[src/rtl/seg7_scan_decoder.sv]
// seg7_scan_decoder
// Watches the segment and anode lines of a multiplexed 4-digit 7-segment
// display and recovers the displayed BCD digits. A digit is captured only
// after its select and segment lines have held steady for STABLE_CYCLES
// sampled cycles. Each steady dwell produces exactly one capture.
//
// state    | meaning
// ---------+--------------------------------------------------------------
// IDLE     | sampled anode select is not one-hot; nothing is captured
// SETTLE   | one-hot select seen; counting consecutive unchanged samples
// CAPTURED | digit captured for this dwell; wait for the next change
`timescale 1ns/1ps

module seg7_scan_decoder #(
    parameter int STABLE_CYCLES = 4
) (
    input  logic        clk,
    input  logic        rst,
    input  logic [6:0]  seg_in,
    input  logic [3:0]  an_in,
    input  logic        LED_type_ctl,
    output logic [15:0] bcd_out,
    output logic [3:0]  digit_valid,
    output logic [3:0]  err_digit,
    output logic        frame_done
);

    typedef enum logic [1:0] {IDLE, SETTLE, CAPTURED} state_t;

    localparam logic [3:0] STABLE_C = 4'(STABLE_CYCLES);

    // sample word layout: {an[11:8], seg[7:1], led_type[0]}
    logic [11:0] sample_q, sample_d;
    logic [11:0] prev_q, prev_d;
    state_t      state_q, state_d;
    logic [3:0]  cnt_q, cnt_d;
    logic [3:0]  mask_q, mask_d;
    logic [15:0] bcd_q, bcd_d;
    logic [3:0]  valid_q, valid_d;
    logic [3:0]  err_q, err_d;
    logic        frame_q, frame_d;

    logic [3:0]  an_s;
    logic [6:0]  norm;
    logic        legal;
    logic [3:0]  digit;
    logic        capture;
    logic [3:0]  mask_next;

    // Normalize the sampled segments to active-high and decode them.
    always_comb begin
        an_s  = sample_q[11:8];
        norm  = sample_q[0] ? sample_q[7:1] : ~sample_q[7:1];
        legal = 1'b1;
        digit = 4'hF;
        case (norm)
            7'b1111110: digit = 4'd0;
            7'b0110000: digit = 4'd1;
            7'b1101101: digit = 4'd2;
            7'b1111001: digit = 4'd3;
            7'b0110011: digit = 4'd4;
            7'b1011011: digit = 4'd5;
            7'b1011111: digit = 4'd6;
            7'b1110000: digit = 4'd7;
            7'b1111111: digit = 4'd8;
            7'b1111011: digit = 4'd9;
            default: begin
                legal = 1'b0;
                digit = 4'hF;
            end
        endcase
    end

    // Next-state logic: dwell tracking, capture, and frame bookkeeping.
    always_comb begin
        sample_d  = {an_in, seg_in, LED_type_ctl};
        prev_d    = sample_q;
        state_d   = state_q;
        cnt_d     = cnt_q;
        mask_d    = mask_q;
        bcd_d     = bcd_q;
        valid_d   = valid_q;
        err_d     = err_q;
        frame_d   = 1'b0;
        capture   = 1'b0;
        mask_next = mask_q | an_s;

        if (sample_q != prev_q) begin
            if (!$onehot(an_s)) begin
                state_d = IDLE;
                cnt_d   = 4'd0;
            end else begin
                state_d = SETTLE;
                cnt_d   = 4'd1;
                capture = (STABLE_C == 4'd1);
            end
        end else begin
            case (state_q)
                IDLE:     cnt_d = 4'd0;
                SETTLE: begin
                    cnt_d   = cnt_q + 4'd1;
                    capture = ((cnt_q + 4'd1) == STABLE_C);
                end
                CAPTURED: cnt_d = STABLE_C;
                default: begin
                    state_d = IDLE;
                    cnt_d   = 4'd0;
                end
            endcase
        end

        if (capture) begin
            state_d = CAPTURED;
            cnt_d   = STABLE_C;
            for (int i = 0; i < 4; i++) begin
                if (an_s[i]) begin
                    bcd_d[4*i +: 4] = digit;
                    valid_d[i]      = legal;
                    err_d[i]        = ~legal;
                end
            end
            if (mask_next == 4'hF) begin
                frame_d = 1'b1;
                mask_d  = 4'h0;
            end else begin
                mask_d  = mask_next;
            end
        end
    end

    // Register all state; reset clears every flop including the sample stage.
    always_ff @(posedge clk or posedge rst) begin
        if (rst) begin
            sample_q <= '0;
            prev_q   <= '0;
            state_q  <= IDLE;
            cnt_q    <= '0;
            mask_q   <= '0;
            bcd_q    <= '0;
            valid_q  <= '0;
            err_q    <= '0;
            frame_q  <= 1'b0;
        end else begin
            sample_q <= sample_d;
            prev_q   <= prev_d;
            state_q  <= state_d;
            cnt_q    <= cnt_d;
            mask_q   <= mask_d;
            bcd_q    <= bcd_d;
            valid_q  <= valid_d;
            err_q    <= err_d;
            frame_q  <= frame_d;
        end
    end

    assign bcd_out     = bcd_q;
    assign digit_valid = valid_q;
    assign err_digit   = err_q;
    assign frame_done  = frame_q;

endmodule

[config.mk]
export PLATFORM = sky130hd
export DESIGN_NAME = seg7_scan_decoder
export DESIGN_NICKNAME = d
export VERILOG_FILES = /design/src/rtl/seg7_scan_decoder.sv
export SDC_FILE = /design/constraint.sdc
export NUM_CORES = 1
export LEC_CHECK = 0
export CAP_MARGIN = 15
export CORE_ASPECT_RATIO = 2
export CORE_MARGIN = 5
export CORE_UTILIZATION = 45
export CTS_CLUSTER_DIAMETER = 120
export DETAILED_ROUTE_END_ITERATION = 8
export GPL_ROUTABILITY_DRIVEN = 0
export PLACE_DENSITY = 0.68
export RECOVER_POWER = 50
export SYNTH_ARGS = -nofsm -noshare
export SYNTH_HDL_FRONTEND = slang
export SYNTH_SLANG_ARGS = --single-unit
[constraint.sdc]
create_clock -name clk -period 3.13 [get_ports clk]
set_clock_uncertainty 0.15 [all_clocks]
set_input_delay 0.7825 -clock clk [delete_from_list [all_inputs] [get_ports clk]]
set_output_delay 0.7825 -clock clk [all_outputs]
set_load 0.03 [all_outputs]
==> impl_metrics.env, run 1 <==
# physical design summary
export IMPL_synth_area_leader_cell="dfrtp_1"
export IMPL_finalSetupViolCount=0
export IMPL_p_comb_share_pct=5.2
export IMPL_cap_violations=0
export IMPL_mostFrequentLayoutCells="dfrtp_1, clkdlybuf4s50_1, mux2_2"
export IMPL_routed_wl_mm=5.232
export IMPL_fmaxAchievable_ghz=0.3828
export IMPL_p_int_w=0.001534
export IMPL_drt_iter0_drc=47
export IMPL_regArea_um2=1476
export IMPL_placed_cells=315
export IMPL_final_common_cell="dfrtp_1"
export IMPL_crit_path_cell_trace="or4b_4 > o22ai_4 > mux2i_1 > o22ai_2 > nor2_1 > mux2_2"
export IMPL_top_usage_layer="met2"
export IMPL_cts_sinks=59
export IMPL_syn_area_um2=2674
export IMPL_buffers_excl_clock=40
export IMPL_cts_resized_gates=0
export IMPL_synth_adder_area_share_pct=3.556
export IMPL_common_cells="dfrtp_1, mux2_2, inv_1, nand2_1, xnor2_1"
export IMPL_clk_pin_slew_ps=50
export IMPL_antenna_found_initial=0
export IMPL_drcViolationCount=0
export IMPL_place_worst_setup_slack_ps=501.9
export IMPL_worstPathMaxFanout=23
export IMPL_ff2ff_path_depth=6
export IMPL_place_hpwl_mm=3.711
export IMPL_grt_max_degree=60
export IMPL_worst_slew_pin_slew_ps=1405
export IMPL_edf_count=0
export IMPL_simple_gate_share_pct=12.40
export IMPL_grt_use_met3_pct=4.991
export IMPL_area_leaders="dfrtp_1, mux2_2, xnor2_1"
export IMPL_slew_violations=0
export IMPL_status="finished clean"
export IMPL_min_delay_start="prev_d[8]"
export IMPL_warnings=28
export IMPL_dominant_cells="flip-flops and latches"
export IMPL_wl_met1_mm=2.082
export IMPL_finalNonFillerCells=331
export IMPL_post_dp_cell_area_um2=3112
export IMPL_dieArea_um2=7677
export IMPL_ant_nets=0
export IMPL_comb_cells=139
export IMPL_r2r_slack_ps=520
export IMPL_grt_pass1_vias=1842
export IMPL_num_rows=39
export IMPL_synth_avg_cell_area_um2=11.94
export IMPL_initial_core_util_pct=46.44
export IMPL_min_to="prev_q[8]"
export IMPL_ir_worst_vdd_mv=0.4424
export IMPL_arrival_ps=2660
export IMPL_fin_crit_sh_pct=83.45
export IMPL_seq_power_w=0.000817
export IMPL_met3_length_um=191
export IMPL_p_switching_w=0.0003961
export IMPL_core_area_um2=5758
export IMPL_post_cts_buffers=0
export IMPL_cp_required_ps=3180
export IMPL_nWellTaps=61
export IMPL_finish_utilization_pct=59.41
export IMPL_comb_area_share_pct=31.89
export IMPL_grt_usage_pct=15.19
export IMPL_clockBufferDepth=2
export IMPL_h_tree_depth=3
export IMPL_hold_buffers=0
export IMPL_synth_top_cell_by_count="dfrtp_1"
export IMPL_path_delay_family="simple AND/OR/NAND/NOR gates"
export IMPL_power_w=0.001930
export IMPL_synth_xor_area_share_pct=4.586
export IMPL_logic_family="simple AND/OR/NAND/NOR gates"
export IMPL_syn_to_final_growth_pct=27.94
export IMPL_drive_gt1_share_pct=17.41
export IMPL_final_design_area_no_fill_um2=3421
export IMPL_grtUsageMet2_pct=25.13
export IMPL_layout_area_comb_um2=1091
export IMPL_final_clk_cell_share_pct=9.473
export IMPL_relSlewSlack_pct=6.330
export IMPL_inverters=16
export IMPL_buf_share_pct=11.49
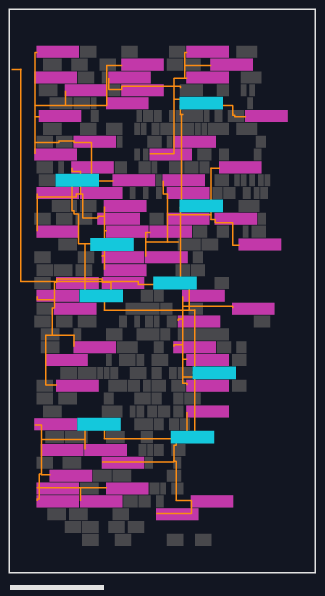
(run_1/clk_routes.png)
Bar = 20 um.
- magenta: flip-flops (count 59)
- cyan: clock drivers (count 9)
- orange: clock wires (length 706 um)
- routed clock nets: 10

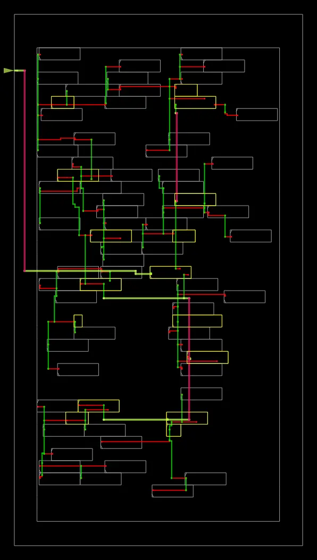
(run_1/clocks.png)
Insertion Delay late pin: 320 ps
flop count: 59
clock-net power: 0.00101 W
Num CTS Buffers: 9
clkbuf count: 13

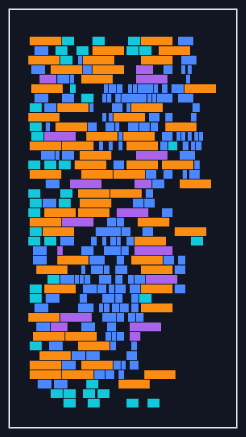
(run_1/placement_by_type.png)
- orange: flops (cells 59)
- blue: combinational and other logic (cells 155)
- cyan: other buffers and delay cells (cells 40)
- purple: clock drivers and dummy loads (cells 16)

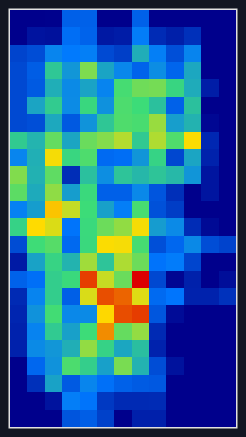
(run_1/metal_density.png)
The die is cut into 13 by 24 equal tiles; dark blue is low, red is high, scaled to the fullest tile. Values are wire area over tile area, all layers added.
- emptiest ninth of the die: bottom right
- nearly empty tiles: 22%
- mean over tiles: 0.11
- fullest tile: 0.40

==> run 2: changes to the inputs <==
Clock period 3.13 ns to 2.7 ns, I/O delays scaled along.
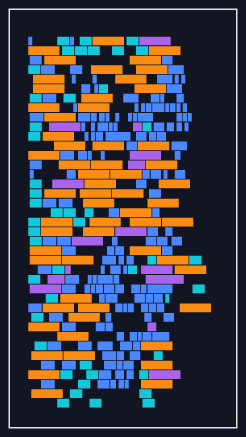
(run_2/placement_by_type.png)
- blue: combinational and other logic (cells 155)
- purple: clock drivers and dummy loads (cells 15)
- cyan: other buffers and delay cells (cells 46)
- orange: flops (cells 59)
# rows: 39
flop share of the area: 42.88%

==> impl_metrics.env, run 2 <==
# physical design summary
export IMPL_syn_to_final_growth_pct=28.78
export IMPL_inverters=16
export IMPL_slew_violations=0
export IMPL_dieArea_um2=7677
export IMPL_clk_pin_slew_ps=50
export IMPL_status="finished clean"
export IMPL_simple_gate_share_pct=12.40
export IMPL_seq_cells=59
export IMPL_routed_wl_mm=5.527
export IMPL_clkbuf_count=11
export IMPL_power_w=0.002204
export IMPL_grtUsageMet2_pct=28.37
export IMPL_min_delay_start="prev_d[11]"
export IMPL_seq_power_w=0.000936
export IMPL_synth_adder_area_share_pct=3.556
export IMPL_edf_count=0
export IMPL_synth_area_leader_cell="dfrtp_1"
export IMPL_comb_cells=139
export IMPL_place_worst_setup_slack_ps=206.7
export IMPL_dominant_cells="flip-flops and latches"
export IMPL_post_cts_buffers=0
export IMPL_top_usage_layer="met2"
export IMPL_hold_buffers=0
export IMPL_initial_core_util_pct=46.44
export IMPL_synth_xor_area_share_pct=4.586
export IMPL_synth_top_cell_by_count="dfrtp_1"
export IMPL_grt_use_met3_pct=4.143
export IMPL_finalSetupViolCount=0
export IMPL_logic_family="simple AND/OR/NAND/NOR gates"
export IMPL_area_leaders="dfrtp_1, mux2_2, xnor2_1"
export IMPL_worst_slew_pin_slew_ps=671.3
export IMPL_final_design_area_no_fill_um2=3443
export IMPL_drt_iter0_drc=62
export IMPL_syn_area_um2=2674
export IMPL_drive_gt1_share_pct=18.55
export IMPL_ant_nets=0
export IMPL_p_switching_w=0.0004773
export IMPL_relSlewSlack_pct=55.20
export IMPL_layout_area_comb_um2=1091
export IMPL_comb_area_share_pct=31.69
export IMPL_placed_cells=321
export IMPL_drcViolationCount=0
export IMPL_finish_utilization_pct=59.80
export IMPL_cp_required_ps=2760
export IMPL_ff2ff_path_depth=7
export IMPL_cts_made_buffers=9
export IMPL_fmaxAchievable_ghz=0.3998
export IMPL_buffers_excl_clock=46
export IMPL_warnings=28
export IMPL_cts_resized_gates=0
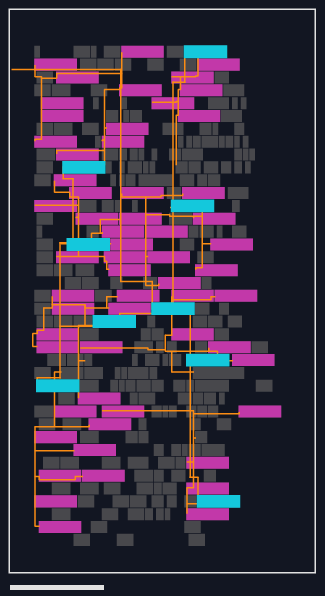
(run_2/clk_routes.png)
Bar = 20 um.
- cyan: clock drivers (count 9)
- orange: clock wires (length 770 um)
- magenta: flip-flops (count 59)
- routed clock nets: 10
clock-net power: 0.00113 W
Insertion Delay late pin: 330 ps
Clk pwr share: 51.4%

==> run 3: changes to the inputs <==
Settings changed: CORE_UTILIZATION 45 to 25, PLACE_DENSITY 0.68 to default.
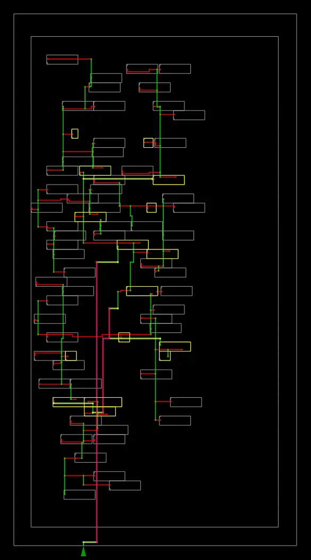
(run_3/clocks.png)
clk sink count: 59
clkbuf count: 9
Insertion Delay late pin: 320 ps

==> impl_metrics.env, run 3 <==
# physical design summary
export IMPL_status="finished clean"
export IMPL_finalNetCount=294
export IMPL_end_kind="flip-flop"
export IMPL_final_design_area_no_fill_um2=3550
export IMPL_grt_pass1_wl_mm=9.839
export IMPL_dieArea_um2=12990
export IMPL_clkPwrFrac_pct=51.4
export IMPL_io_buffer_count=38
export IMPL_clk_pin_slew_ps=50
export IMPL_grt_pass1_vias=1970
export IMPL_p_switching_w=0.0005122
export IMPL_via_per_inst=4.443
export IMPL_synth_top_cell_by_count="dfrtp_1"
export IMPL_edf_count=0
export IMPL_seq_cells=59
export IMPL_place_worst_setup_slack_ps=279.9
export IMPL_regArea_um2=1476
export IMPL_cellLeakagePower_nw=1.577
export IMPL_h_tree_depth=3
export IMPL_slew_violations=0
export IMPL_top_usage_layer="met2"
export IMPL_min_delay_start="prev_d[3]"
export IMPL_p_comb_share_pct=6.1
export IMPL_syn_nets=245
export IMPL_cts_tree="done"
export IMPL_initial_core_util_pct=25.52
export IMPL_min_to="prev_q[3]"
export IMPL_largest_reg_flops=16
export IMPL_comb_cells=139
export IMPL_grtUsageMet2_pct=17.34
export IMPL_fillers=1100
export IMPL_mostFrequentLayoutCells="dfrtp_1, clkdlybuf4s50_1, mux2_2"
export IMPL_layout_area_comb_um2=1091
export IMPL_area_leaders="dfrtp_1, mux2_2, xnor2_1"
export IMPL_synth_avg_cell_area_um2=11.94
export IMPL_p_clk_w=0.00113
export IMPL_cts_resized_gates=0
export IMPL_finalSetupViolCount=0
export IMPL_logic_family="simple AND/OR/NAND/NOR gates"
export IMPL_syn_to_final_growth_pct=32.76
export IMPL_cts_made_buffers=9
export IMPL_num_rows=53
export IMPL_synth_adder_area_share_pct=3.556
export IMPL_grt_use_met3_pct=1.739
export IMPL_top_layer_used="met4"
export IMPL_drcViolationCount=0
export IMPL_synth_area_leader_cell="dfrtp_1"
export IMPL_post_cts_buffers=0
export IMPL_syn_area_um2=2674
export IMPL_relSlewSlack_pct=4.910
export IMPL_cp_required_ps=2760
export IMPL_ys_warn_count=0
export IMPL_inverters=16
export IMPL_met3_length_um=154
export IMPL_drive_gt1_share_pct=19.42
export IMPL_seq_power_w=0.000936
export IMPL_drt_iter0_drc=39
export IMPL_simple_gate_share_pct=12.40
export IMPL_async_reset_ff_share_pct=100.0
export IMPL_synth_xor_area_share_pct=4.586
export IMPL_hold_buffers=0
export IMPL_hold_viol_final=0
export IMPL_seq_share_pct=41.59
export IMPL_die_width_um=83.13
export IMPL_dominant_cells="flip-flops and latches"
export IMPL_power_w=0.002199
export IMPL_worst_slew_pin_slew_ps=1426
export IMPL_r2r_start="prev_d[2]"
export IMPL_ff2ff_path_depth=7
export IMPL_comb_area_share_pct=30.74
export IMPL_warnings=28
export IMPL_ant_nets=0
export IMPL_placed_cells=399
export IMPL_buffers_excl_clock=48
export IMPL_fmaxAchievable_ghz=0.4153
export IMPL_routed_wl_mm=5.867
export IMPL_maxPowerGroup="clock"
export IMPL_num_io_pins=39
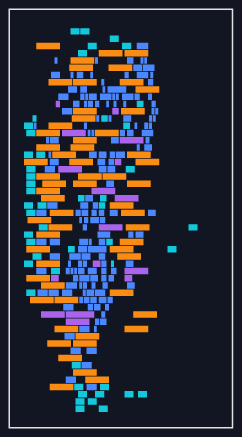
(run_3/placement_by_type.png)
- purple: clock drivers and dummy loads (cells 16)
- orange: flops (cells 59)
- cyan: other buffers and delay cells (cells 48)
- blue: combinational and other logic (cells 155)
Core ar.: 10480 um2
utilization after layout: 33.88%

Power figures rest on the tool's default switching activity, not on a simulated workload.
